### config.mk
export PLATFORM = sky130hd
export DESIGN_NAME = multicycle_controller_flat
export DESIGN_NICKNAME = d
export VERILOG_FILES = /design/src/rtl/multicycle_controller_pkg.sv /design/src/rtl/multicycle_controller_if.sv /design/src/rtl/multicycle_controller_alu_function_decode.sv /design/src/rtl/multicycle_controller.sv /design/src/flat_wrapper.sv
export SDC_FILE = /design/constraint.sdc
export NUM_CORES = 1
export LEC_CHECK = 0
export CAP_MARGIN = 15
export CORE_MARGIN = 3
export CORE_UTILIZATION = 39
export DETAILED_ROUTE_END_ITERATION = 8
export GPL_ROUTABILITY_DRIVEN = 0
export PLACE_DENSITY = 0.79
export SYNTH_ARGS = -nofsm -noshare
export SYNTH_HDL_FRONTEND = slang
export SYNTH_SLANG_ARGS = --single-unit
### constraint.sdc
create_clock -name clk -period 2 [get_ports clk]
set_input_delay 0.2 -clock clk [delete_from_list [all_inputs] [get_ports clk]]
set_output_delay 0.2 -clock clk [all_outputs]
set_load 0.03 [all_outputs]
### src/rtl/multicycle_controller_pkg.sv
// multicycle_controller_pkg: shared encodings for the multi-cycle MIPS control FSM.
package multicycle_controller_pkg;

    typedef enum logic [3:0] {
        S_IF    = 4'd0,
        S_ID    = 4'd1,
        S_MADDR = 4'd2,
        S_MRD   = 4'd3,
        S_LWWB  = 4'd4,
        S_MWR   = 4'd5,
        S_REX   = 4'd6,
        S_RWB   = 4'd7,
        S_BR    = 4'd8,
        S_JMP   = 4'd9,
        S_IEX   = 4'd10,
        S_IWB   = 4'd11,
        S_JR    = 4'd12
    } state_t;

    typedef enum logic [4:0] {
        ALU_ADD  = 5'd0,
        ALU_SUB  = 5'd1,
        ALU_AND  = 5'd2,
        ALU_OR   = 5'd3,
        ALU_XOR  = 5'd4,
        ALU_NOR  = 5'd5,
        ALU_SL   = 5'd6,
        ALU_SR   = 5'd7,
        ALU_COMP = 5'd8
    } alu_conf_t;

    typedef enum logic [5:0] {
        OP_RTYPE = 6'h00,
        OP_J     = 6'h02,
        OP_JAL   = 6'h03,
        OP_BEQ   = 6'h04,
        OP_ADDI  = 6'h08,
        OP_ADDIU = 6'h09,
        OP_SLTI  = 6'h0a,
        OP_SLTIU = 6'h0b,
        OP_ANDI  = 6'h0c,
        OP_LUI   = 6'h0f,
        OP_LW    = 6'h23,
        OP_SW    = 6'h2b
    } opcode_t;

    typedef enum logic [5:0] {
        F_SLL  = 6'h00,
        F_SRL  = 6'h02,
        F_SRA  = 6'h03,
        F_JR   = 6'h08,
        F_ADD  = 6'h20,
        F_ADDU = 6'h21,
        F_SUB  = 6'h22,
        F_SUBU = 6'h23,
        F_AND  = 6'h24,
        F_OR   = 6'h25,
        F_XOR  = 6'h26,
        F_NOR  = 6'h27,
        F_SLT  = 6'h2a,
        F_SLTU = 6'h2b
    } funct_t;

    typedef enum logic [1:0] {DST_RT, DST_RD, DST_RA} reg_dst_t;
    typedef enum logic [1:0] {WB_ALUOUT, WB_MDR, WB_PC} mem_to_reg_t;
    typedef enum logic [1:0] {SRCA_PC, SRCA_RS, SRCA_SHAMT} src_a_t;
    typedef enum logic [1:0] {SRCB_RT, SRCB_FOUR, SRCB_IMM, SRCB_IMM_SL2} src_b_t;
    typedef enum logic [1:0] {PC_ALU, PC_ALUOUT, PC_JUMP, PC_RS} pc_src_t;

    function automatic logic is_imm_alu(logic [5:0] op);
        return op inside {OP_ADDI, OP_ADDIU, OP_ANDI, OP_SLTI, OP_SLTIU, OP_LUI};
    endfunction

endpackage

### src/rtl/multicycle_controller_if.sv
// multicycle_controller_if: instruction fields and flag into the controller, datapath controls out.
interface multicycle_controller_if #(parameter int STATE_W = 4);
    logic [5:0]         OpCode;
    logic [5:0]         Funct;
    logic               Zero;
    logic               PCWrite;
    logic               IorD;
    logic               MemRead;
    logic               MemWrite;
    logic               IRWrite;
    logic               RegWrite;
    logic [1:0]         RegDst;
    logic [1:0]         MemtoReg;
    logic [1:0]         ALUSrcA;
    logic [1:0]         ALUSrcB;
    logic               ExtOp;
    logic               LuiOp;
    logic [1:0]         PCSource;
    logic [4:0]         ALUConf;
    logic               Sign;
    logic [STATE_W-1:0] State;

    modport master (
        input  OpCode, Funct, Zero,
        output PCWrite, IorD, MemRead, MemWrite, IRWrite, RegWrite, RegDst, MemtoReg,
               ALUSrcA, ALUSrcB, ExtOp, LuiOp, PCSource, ALUConf, Sign, State
    );

    modport slave (
        output OpCode, Funct, Zero,
        input  PCWrite, IorD, MemRead, MemWrite, IRWrite, RegWrite, RegDst, MemtoReg,
               ALUSrcA, ALUSrcB, ExtOp, LuiOp, PCSource, ALUConf, Sign, State
    );
endinterface

### src/rtl/multicycle_controller_alu_function_decode.sv
// multicycle_controller_alu_function_decode: ALU operation from funct (R-type execute) or opcode (I-type execute).
module multicycle_controller_alu_function_decode
    import multicycle_controller_pkg::*;
(
    input  logic [5:0] op_code,
    input  logic [5:0] funct,
    input  logic       in_rex,
    output alu_conf_t  alu_conf,
    output logic       sign,
    output logic       is_shift,
    output logic       funct_valid
);
    always_comb begin
        alu_conf = ALU_ADD;
        sign     = 1'b0;
        if (in_rex) begin
            case (funct)
                F_ADD:  sign = 1'b1;
                F_SUB:  begin alu_conf = ALU_SUB; sign = 1'b1; end
                F_SUBU: alu_conf = ALU_SUB;
                F_AND:  alu_conf = ALU_AND;
                F_OR:   alu_conf = ALU_OR;
                F_XOR:  alu_conf = ALU_XOR;
                F_NOR:  alu_conf = ALU_NOR;
                F_SLT:  begin alu_conf = ALU_COMP; sign = 1'b1; end
                F_SLTU: alu_conf = ALU_COMP;
                F_SLL:  alu_conf = ALU_SL;
                F_SRL:  alu_conf = ALU_SR;
                F_SRA:  begin alu_conf = ALU_SR; sign = 1'b1; end
                default: ;
            endcase
        end else begin
            case (op_code)
                OP_ADDI:  sign = 1'b1;
                OP_ANDI:  alu_conf = ALU_AND;
                OP_SLTI:  begin alu_conf = ALU_COMP; sign = 1'b1; end
                OP_SLTIU: alu_conf = ALU_COMP;
                default: ;
            endcase
        end
    end

    assign is_shift    = in_rex && (funct inside {F_SLL, F_SRL, F_SRA});
    // An unknown funct still executes as ADD; this flag later suppresses its writeback.
    assign funct_valid = funct inside {F_ADD, F_ADDU, F_SUB, F_SUBU, F_AND, F_OR, F_XOR,
                                       F_NOR, F_SLT, F_SLTU, F_SLL, F_SRL, F_SRA};
endmodule

### src/rtl/multicycle_controller.sv
// multicycle_controller: Moore control FSM sequencing the multi-cycle MIPS datapath.
module multicycle_controller
    import multicycle_controller_pkg::*;
#(
    parameter int STATE_W = 4
) (
    input  logic                    clk,
    input  logic                    reset,
    multicycle_controller_if.master bus
);
    state_t      state_q, state_d;
    logic        pc_write, iord, mem_read, mem_write, ir_write, reg_write;
    logic        ext_op, lui_op, sign;
    reg_dst_t    reg_dst;
    mem_to_reg_t mem_to_reg;
    src_a_t      src_a;
    src_b_t      src_b;
    pc_src_t     pc_src;
    alu_conf_t   alu_conf, dec_conf;
    logic        dec_sign, dec_shift, dec_valid;

    multicycle_controller_alu_function_decode u_alu_function_decode (
        .op_code    (bus.OpCode),
        .funct      (bus.Funct),
        .in_rex     (state_q == S_REX),
        .alu_conf   (dec_conf),
        .sign       (dec_sign),
        .is_shift   (dec_shift),
        .funct_valid(dec_valid)
    );

    always_ff @(posedge clk or negedge reset) begin
        if (!reset) state_q <= S_IF;
        else        state_q <= state_d;
    end

    always_comb begin
        state_d    = S_IF;
        pc_write   = 1'b0;
        iord       = 1'b0;
        mem_read   = 1'b0;
        mem_write  = 1'b0;
        ir_write   = 1'b0;
        reg_write  = 1'b0;
        reg_dst    = DST_RT;
        mem_to_reg = WB_ALUOUT;
        src_a      = SRCA_PC;
        src_b      = SRCB_RT;
        ext_op     = 1'b0;
        lui_op     = 1'b0;
        pc_src     = PC_ALU;
        alu_conf   = ALU_ADD;
        sign       = 1'b0;
        case (state_q)
            S_IF: begin
                mem_read = 1'b1;
                ir_write = 1'b1;
                src_b    = SRCB_FOUR;
                pc_write = 1'b1;
                state_d  = S_ID;
            end
            S_ID: begin
                src_b  = SRCB_IMM_SL2;
                ext_op = 1'b1;
                case (bus.OpCode)
                    OP_LW, OP_SW: state_d = S_MADDR;
                    OP_RTYPE:     state_d = (bus.Funct == F_JR) ? S_JR : S_REX;
                    OP_BEQ:       state_d = S_BR;
                    OP_J, OP_JAL: state_d = S_JMP;
                    default:      state_d = is_imm_alu(bus.OpCode) ? S_IEX : S_IF;
                endcase
            end
            S_MADDR: begin
                src_a   = SRCA_RS;
                src_b   = SRCB_IMM;
                ext_op  = 1'b1;
                state_d = (bus.OpCode == OP_SW) ? S_MWR : S_MRD;
            end
            S_MRD: begin
                mem_read = 1'b1;
                iord     = 1'b1;
                state_d  = S_LWWB;
            end
            S_LWWB: begin
                reg_write  = 1'b1;
                mem_to_reg = WB_MDR;
            end
            S_MWR: begin
                mem_write = 1'b1;
                iord      = 1'b1;
            end
            S_REX: begin
                src_a    = dec_shift ? SRCA_SHAMT : SRCA_RS;
                alu_conf = dec_conf;
                sign     = dec_sign;
                state_d  = S_RWB;
            end
            S_RWB: begin
                reg_write = dec_valid;
                reg_dst   = DST_RD;
            end
            S_BR: begin
                src_a    = SRCA_RS;
                alu_conf = ALU_SUB;
                pc_src   = PC_ALUOUT;
                pc_write = bus.Zero;
            end
            S_JMP: begin
                pc_src   = PC_JUMP;
                pc_write = 1'b1;
                if (bus.OpCode == OP_JAL) begin
                    reg_write  = 1'b1;
                    reg_dst    = DST_RA;
                    mem_to_reg = WB_PC;
                end
            end
            S_IEX: begin
                src_a    = SRCA_RS;
                src_b    = SRCB_IMM;
                ext_op   = bus.OpCode != OP_ANDI;
                lui_op   = bus.OpCode == OP_LUI;
                alu_conf = dec_conf;
                sign     = dec_sign;
                state_d  = S_IWB;
            end
            S_IWB: reg_write = 1'b1;
            S_JR: begin
                pc_src   = PC_RS;
                pc_write = 1'b1;
            end
            default: ;
        endcase
    end

    // Write strobes are gated by reset so nothing commits while it is held.
    assign bus.PCWrite  = pc_write & reset;
    assign bus.MemWrite = mem_write & reset;
    assign bus.RegWrite = reg_write & reset;
    assign bus.IRWrite  = ir_write & reset;
    assign bus.IorD     = iord;
    assign bus.MemRead  = mem_read;
    assign bus.RegDst   = reg_dst;
    assign bus.MemtoReg = mem_to_reg;
    assign bus.ALUSrcA  = src_a;
    assign bus.ALUSrcB  = src_b;
    assign bus.ExtOp    = ext_op;
    assign bus.LuiOp    = lui_op;
    assign bus.PCSource = pc_src;
    assign bus.ALUConf  = alu_conf;
    assign bus.Sign     = sign;
    assign bus.State    = STATE_W'(state_q);
endmodule

### src/flat_wrapper.sv
// flat-port wrapper written by rule: the top's interface ports become plain ports
module multicycle_controller_flat import multicycle_controller_pkg::*;
#(
    parameter int STATE_W = 4
)
  (clk, reset, bus_OpCode, bus_Funct, bus_Zero, bus_PCWrite, bus_IorD, bus_MemRead, bus_MemWrite, bus_IRWrite, bus_RegWrite, bus_RegDst, bus_MemtoReg, bus_ALUSrcA, bus_ALUSrcB, bus_ExtOp, bus_LuiOp, bus_PCSource, bus_ALUConf, bus_Sign, bus_State);
  multicycle_controller_if #(.STATE_W(STATE_W)) bus_i ();
  input  logic clk;
  input  logic reset;
  input wire logic [$bits(bus_i.OpCode)-1:0] bus_OpCode;
  input wire logic [$bits(bus_i.Funct)-1:0] bus_Funct;
  input wire logic [$bits(bus_i.Zero)-1:0] bus_Zero;
  output wire logic [$bits(bus_i.PCWrite)-1:0] bus_PCWrite;
  output wire logic [$bits(bus_i.IorD)-1:0] bus_IorD;
  output wire logic [$bits(bus_i.MemRead)-1:0] bus_MemRead;
  output wire logic [$bits(bus_i.MemWrite)-1:0] bus_MemWrite;
  output wire logic [$bits(bus_i.IRWrite)-1:0] bus_IRWrite;
  output wire logic [$bits(bus_i.RegWrite)-1:0] bus_RegWrite;
  output wire logic [$bits(bus_i.RegDst)-1:0] bus_RegDst;
  output wire logic [$bits(bus_i.MemtoReg)-1:0] bus_MemtoReg;
  output wire logic [$bits(bus_i.ALUSrcA)-1:0] bus_ALUSrcA;
  output wire logic [$bits(bus_i.ALUSrcB)-1:0] bus_ALUSrcB;
  output wire logic [$bits(bus_i.ExtOp)-1:0] bus_ExtOp;
  output wire logic [$bits(bus_i.LuiOp)-1:0] bus_LuiOp;
  output wire logic [$bits(bus_i.PCSource)-1:0] bus_PCSource;
  output wire logic [$bits(bus_i.ALUConf)-1:0] bus_ALUConf;
  output wire logic [$bits(bus_i.Sign)-1:0] bus_Sign;
  output wire logic [$bits(bus_i.State)-1:0] bus_State;
  assign bus_i.OpCode = bus_OpCode;
  assign bus_i.Funct = bus_Funct;
  assign bus_i.Zero = bus_Zero;
  assign bus_PCWrite = bus_i.PCWrite;
  assign bus_IorD = bus_i.IorD;
  assign bus_MemRead = bus_i.MemRead;
  assign bus_MemWrite = bus_i.MemWrite;
  assign bus_IRWrite = bus_i.IRWrite;
  assign bus_RegWrite = bus_i.RegWrite;
  assign bus_RegDst = bus_i.RegDst;
  assign bus_MemtoReg = bus_i.MemtoReg;
  assign bus_ALUSrcA = bus_i.ALUSrcA;
  assign bus_ALUSrcB = bus_i.ALUSrcB;
  assign bus_ExtOp = bus_i.ExtOp;
  assign bus_LuiOp = bus_i.LuiOp;
  assign bus_PCSource = bus_i.PCSource;
  assign bus_ALUConf = bus_i.ALUConf;
  assign bus_Sign = bus_i.Sign;
  assign bus_State = bus_i.State;
  multicycle_controller #(.STATE_W(STATE_W)) u_core (.clk(clk), .reset(reset), .bus(bus_i));
endmodule
Run 1, metal 1:
Bar = 20 µm. Supply wires on this layer in gray.
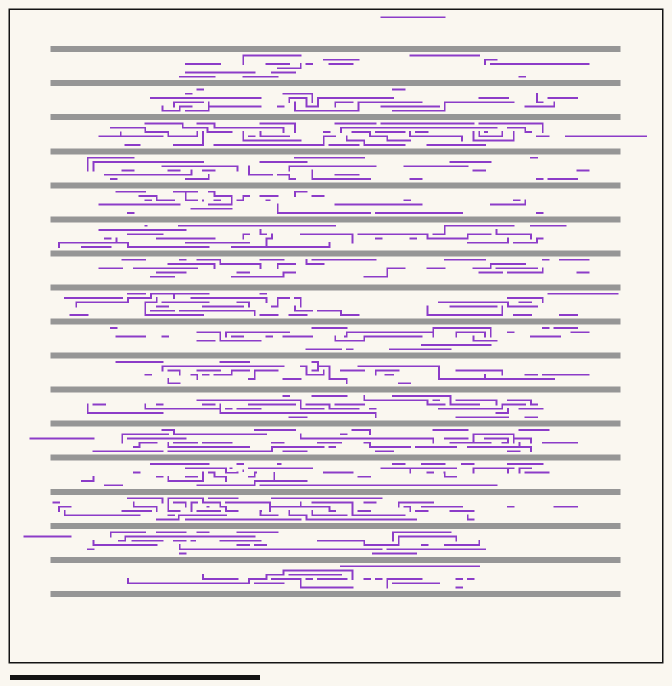
share of all routed wire	39%
main direction	horizontal
wire length on this layer	1,310 µm
nets with wire on the layer	164

Run 1, met2 routing:
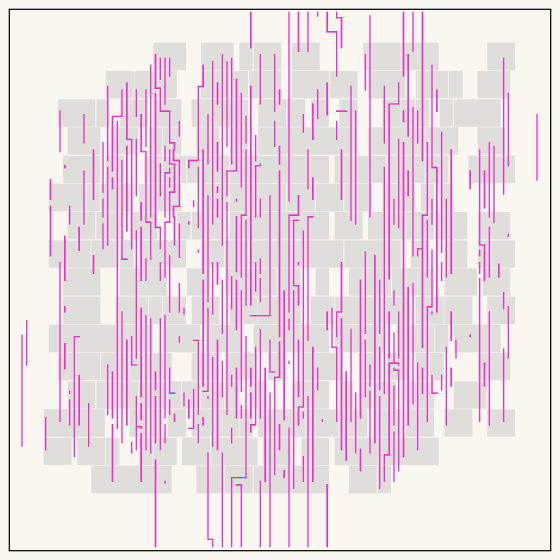
main direction	vertical
wire length on this layer	1,770 µm

Run 1, signal wires on met3:
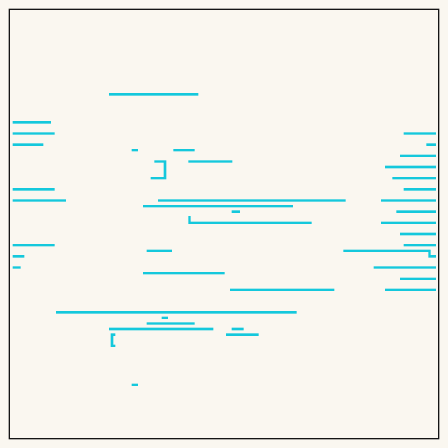
wire length on this layer	266 µm
longest straight run	29.0 µm
share of all routed wire	7.8%
nets with wire on the layer	40
main direction	horizontal

==> flow_summary.json, run 1 <==
{
  "status": "complete, but fails checks",
  "failing_checks": "negative setup slack",
  "cell_total_in_the_yosys_stat_output": 124,
  "top_signal_layer_used": "met4",
  "placedInstanceArea_um2": 1410,
  "tapcells": 27,
  "chip_area_um2": 2710,
  "comb_area_share": 0.491,
  "regToRegStartpoint": "u_core.bus.State[0]",
  "synth-edff-count": 0,
  "switching_share": 0.523,
  "met2RoutedLength_um": 1770,
  "clock_slew_at_the_register_clock_pins_of_the_worst_setup_and_hold_paths_ps": 40,
  "global_route.usage.met1": 0.295,
  "report.power.total_w": 0.00144,
  "power.clock.total_w": 0.0000986,
  "clockPowerShare": 0.068,
  "grt_remaining_overflow": 0,
  "route.antenna.remaining_nets": 0,
  "seq_area_frac_synth": 0.121,
  "actual_slew_at_the_worst_max_slew_pin_ps": 513,
  "cts_sinks": 4,
  "asr_flop_ratio_synth": 1.00,
  "postRouteWirelength_um": 3400,
  "clockNetworkAreaShare": 0.0146,
  "comb.multi_input.count": 101,
  "final_nets": 199,
  "number_of_flip_flops_in_the_largest_register": 4,
  "place_hpwl_um": 2450,
  "path_cells": "nand2b_4 -> or4_4 -> or3_4 -> o32ai_2 -> buf_4",
  "grt_usage": 0.233,
  "detail_route.first_pass.iterations": 4,
  "route.detailed.drc": 0,
  "io-pin-count": 43,
  "critical_path.slowest_cell": "sky130_fd_sc_hd__or4_4",
  "ctsHoldBuffers": 0,
  "finalWorstSetupSlack_ps": -109,
  "worst_ep_arrival_time_ps": 1910,
  "ys_top_cells_by_area": "sky130_fd_sc_hd__dfrtp_1 (12%), sky130_fd_sc_hd__nor2_1 (7.7%), sky130_fd_sc_hd__nand2b_1 (4.5%)",
  "synthesis_warning_total": 0,
  "total_instance_count_after_detailed_placement": 201,
  "drt-wirelength-per-cell_um": 16.3,
  "synth.yosys.chip_area_um2": 828,
  "timing_max_transition_violations_final": 0,
  "synthDominantAreaCellType": "sky130_fd_sc_hd__dfrtp_1",
  "syn_area_um2": 828,
  "synthCells": 124,
  "worstReg2RegEnd": "u_core.bus.State[1]",
  "yosys.area_share.xor_xnor": 0.0211,
  "top_cells_by_count": "sky130_fd_sc_hd__nor2_1 (17), sky130_fd_sc_hd__clkbuf_1 (9), sky130_fd_sc_hd__nor3_1 (7)",
  "critical_path.top_delay_family": "simple AND/OR/NAND/NOR gates",
  "final_area_um2": 1540,
  "i_o_buffers": 41,
  "logic_area_um2": 756,
  "setup-violations-final": 2,
  "drt-met1-wl_um": 1310,
  "top_cell_area_share": 0.121,
  "initialDrtViolationCount": 50,
  "die_h_um": 52.1,
  "power_density_nw_per_um2": 936,
  "pg_comb_w": 0.00120,
  "rsz0062_at_grt": "yes",
  "synthMostInstantiatedCell": "sky130_fd_sc_hd__nor2_1",
  "flop_cell": "sky130_fd_sc_hd__dfrtp_1"
}
Run 1, track usage over the die:
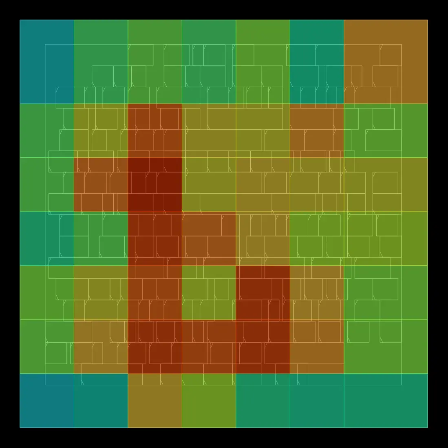

==> run 2, diff against run 1 <==
--- a/config.mk
+++ b/config.mk
@@ -11,6 +11,7 @@
 export DETAILED_ROUTE_END_ITERATION = 8
 export GPL_ROUTABILITY_DRIVEN = 0
 export PLACE_DENSITY = 0.79
+export SKIP_CTS_REPAIR_TIMING = 1
 export SYNTH_ARGS = -nofsm -noshare
 export SYNTH_HDL_FRONTEND = slang
 export SYNTH_SLANG_ARGS = --single-unit
Run 2, track usage over the die:
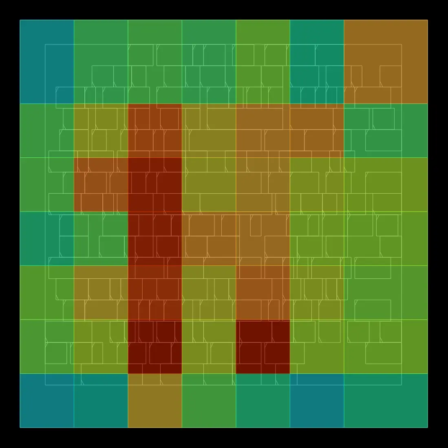
Tot GR Track Use: 0.232
Global Route met2 Usage: 0.427

==> run 2 against run 1 <==
The flow still finishes with violations (negative setup slack). Count of clock-buffer cells in the layout did not move. Design area fell by 2.0%. Clock power fell by 2.2%. Sequential power barely moved. Global-route usage fell by 0.12 points. Via count fell by 1.5%. Area after synthesis did not move. Die size did not move. Highest routed layer unchanged.
==> flow_summary.json, run 2 <==
{
  "status": "complete, but fails checks",
  "failing_checks": "negative setup slack",
  "timing.reg2reg.worst_path_depth": 6,
  "ff_latch_area_um2": 103,
  "worst_ep_arrival_time_ps": 1940,
  "finalWorstSetupSlack_ps": -143,
  "logic_area_um2": 736,
  "comb.multi_input.count": 101,
  "switching_share": 0.519,
  "regToRegStartpoint": "u_core.bus.State[0]",
  "drt-wirelength-per-cell_um": 15.6,
  "total_instance_count_after_detailed_placement": 201,
  "initialDrtViolationCount": 35,
  "synthCells": 124,
  "comb_area_share": 0.488,
  "synth.cellmix.adderShare": 0,
  "layout_overhead_on_the_synthesized_area_pct": 81.9,
  "number_of_flip_flops_in_the_largest_register": 4,
  "synthDominantAreaCellType": "sky130_fd_sc_hd__dfrtp_1",
  "flop_cell": "sky130_fd_sc_hd__dfrtp_1",
  "met2RoutedLength_um": 1660,
  "worstReg2RegEnd": "u_core.bus.State[1]",
  "final_area_um2": 1510,
  "hold_ws_ps": 288,
  "power.sequential.fraction": 0.100,
  "placedInstanceArea_um2": 1410,
  "top_signal_layer_used": "met4",
  "synthesis_warning_total": 0,
  "clockNetworkAreaShare": 0.0150,
  "route.detailed.drc": 0,
  "place_hpwl_um": 2450,
  "clockPowerShare": 0.069,
  "top_cells_by_count": "sky130_fd_sc_hd__nor2_1 (17), sky130_fd_sc_hd__clkbuf_1 (9), sky130_fd_sc_hd__nor3_1 (7)",
  "critical_path.top_delay_family": "simple AND/OR/NAND/NOR gates",
  "seq_power_w": 0.000140,
  "number_of_buffers_created_by_cts": 3,
  "die_h_um": 52.1,
  "pg_comb_w": 0.00117,
  "asr_flop_ratio_synth": 1.00,
  "cts_root_buf": "sky130_fd_sc_hd__clkbuf_4",
  "ys_sh_aoi": 0.281,
  "seq_area_frac_synth": 0.121,
  "cell_total_in_the_yosys_stat_output": 124,
  "clk_latency_late_pin_ps": 230,
  "detail_route.first_pass.iterations": 4,
  "timing_max_transition_violations_final": 0,
  "setup.worst_path.class": "register to primary output",
  "final_nets": 195,
  "chip_area_um2": 2710,
  "path_cells": "nand2b_4 -> or4_4 -> or3_4 -> o32ai_2 -> buf_4",
  "report.power.total_w": 0.00140,
  "ys_top_logic_family": "simple AND/OR/NAND/NOR gates",
  "internal-power_w": 0.000675,
  "top_cell_area_share": 0.121,
  "i_o_buffers": 41,
  "synth-edff-count": 0,
  "critical_path.slowest_cell": "sky130_fd_sc_hd__or4_4",
  "route.antenna.remaining_nets": 0,
  "rsz0062_at_grt": "yes",
  "power.clock.total_w": 0.0000964,
  "drt-met1-wl_um": 1250,
  "dp_slack_ps": -162,
  "route.detailed.vias_per_inst": 5.84,
  "number_of_antenna_violations_at_the_first_check_in_global_routing": 0,
  "io-pin-count": 43,
  "yosys.area_share.xor_xnor": 0.0211,
  "grt_remaining_overflow": 0,
  "cts_tree": "built",
  "synthMostInstantiatedCell": "sky130_fd_sc_hd__nor2_1",
  "global_route.usage.met1": 0.294,
  "cts_sinks": 4,
  "setup-violations-final": 2,
  "synth.yosys.chip_area_um2": 828,
  "postRouteWirelength_um": 3200,
  "syn_area_um2": 828,
  "clock_slew_at_the_register_clock_pins_of_the_worst_setup_and_hold_paths_ps": 40,
  "ys_top_cells_by_area": "sky130_fd_sc_hd__dfrtp_1 (12%), sky130_fd_sc_hd__nor2_1 (7.7%), sky130_fd_sc_hd__nand2b_1 (4.5%)",
  "tapcells": 27,
  "power_density_nw_per_um2": 932,
  "via_count_of_the_first_global_routing_pass": 1090
}
No activity file was given, so power comes from the tool's default toggle rates.
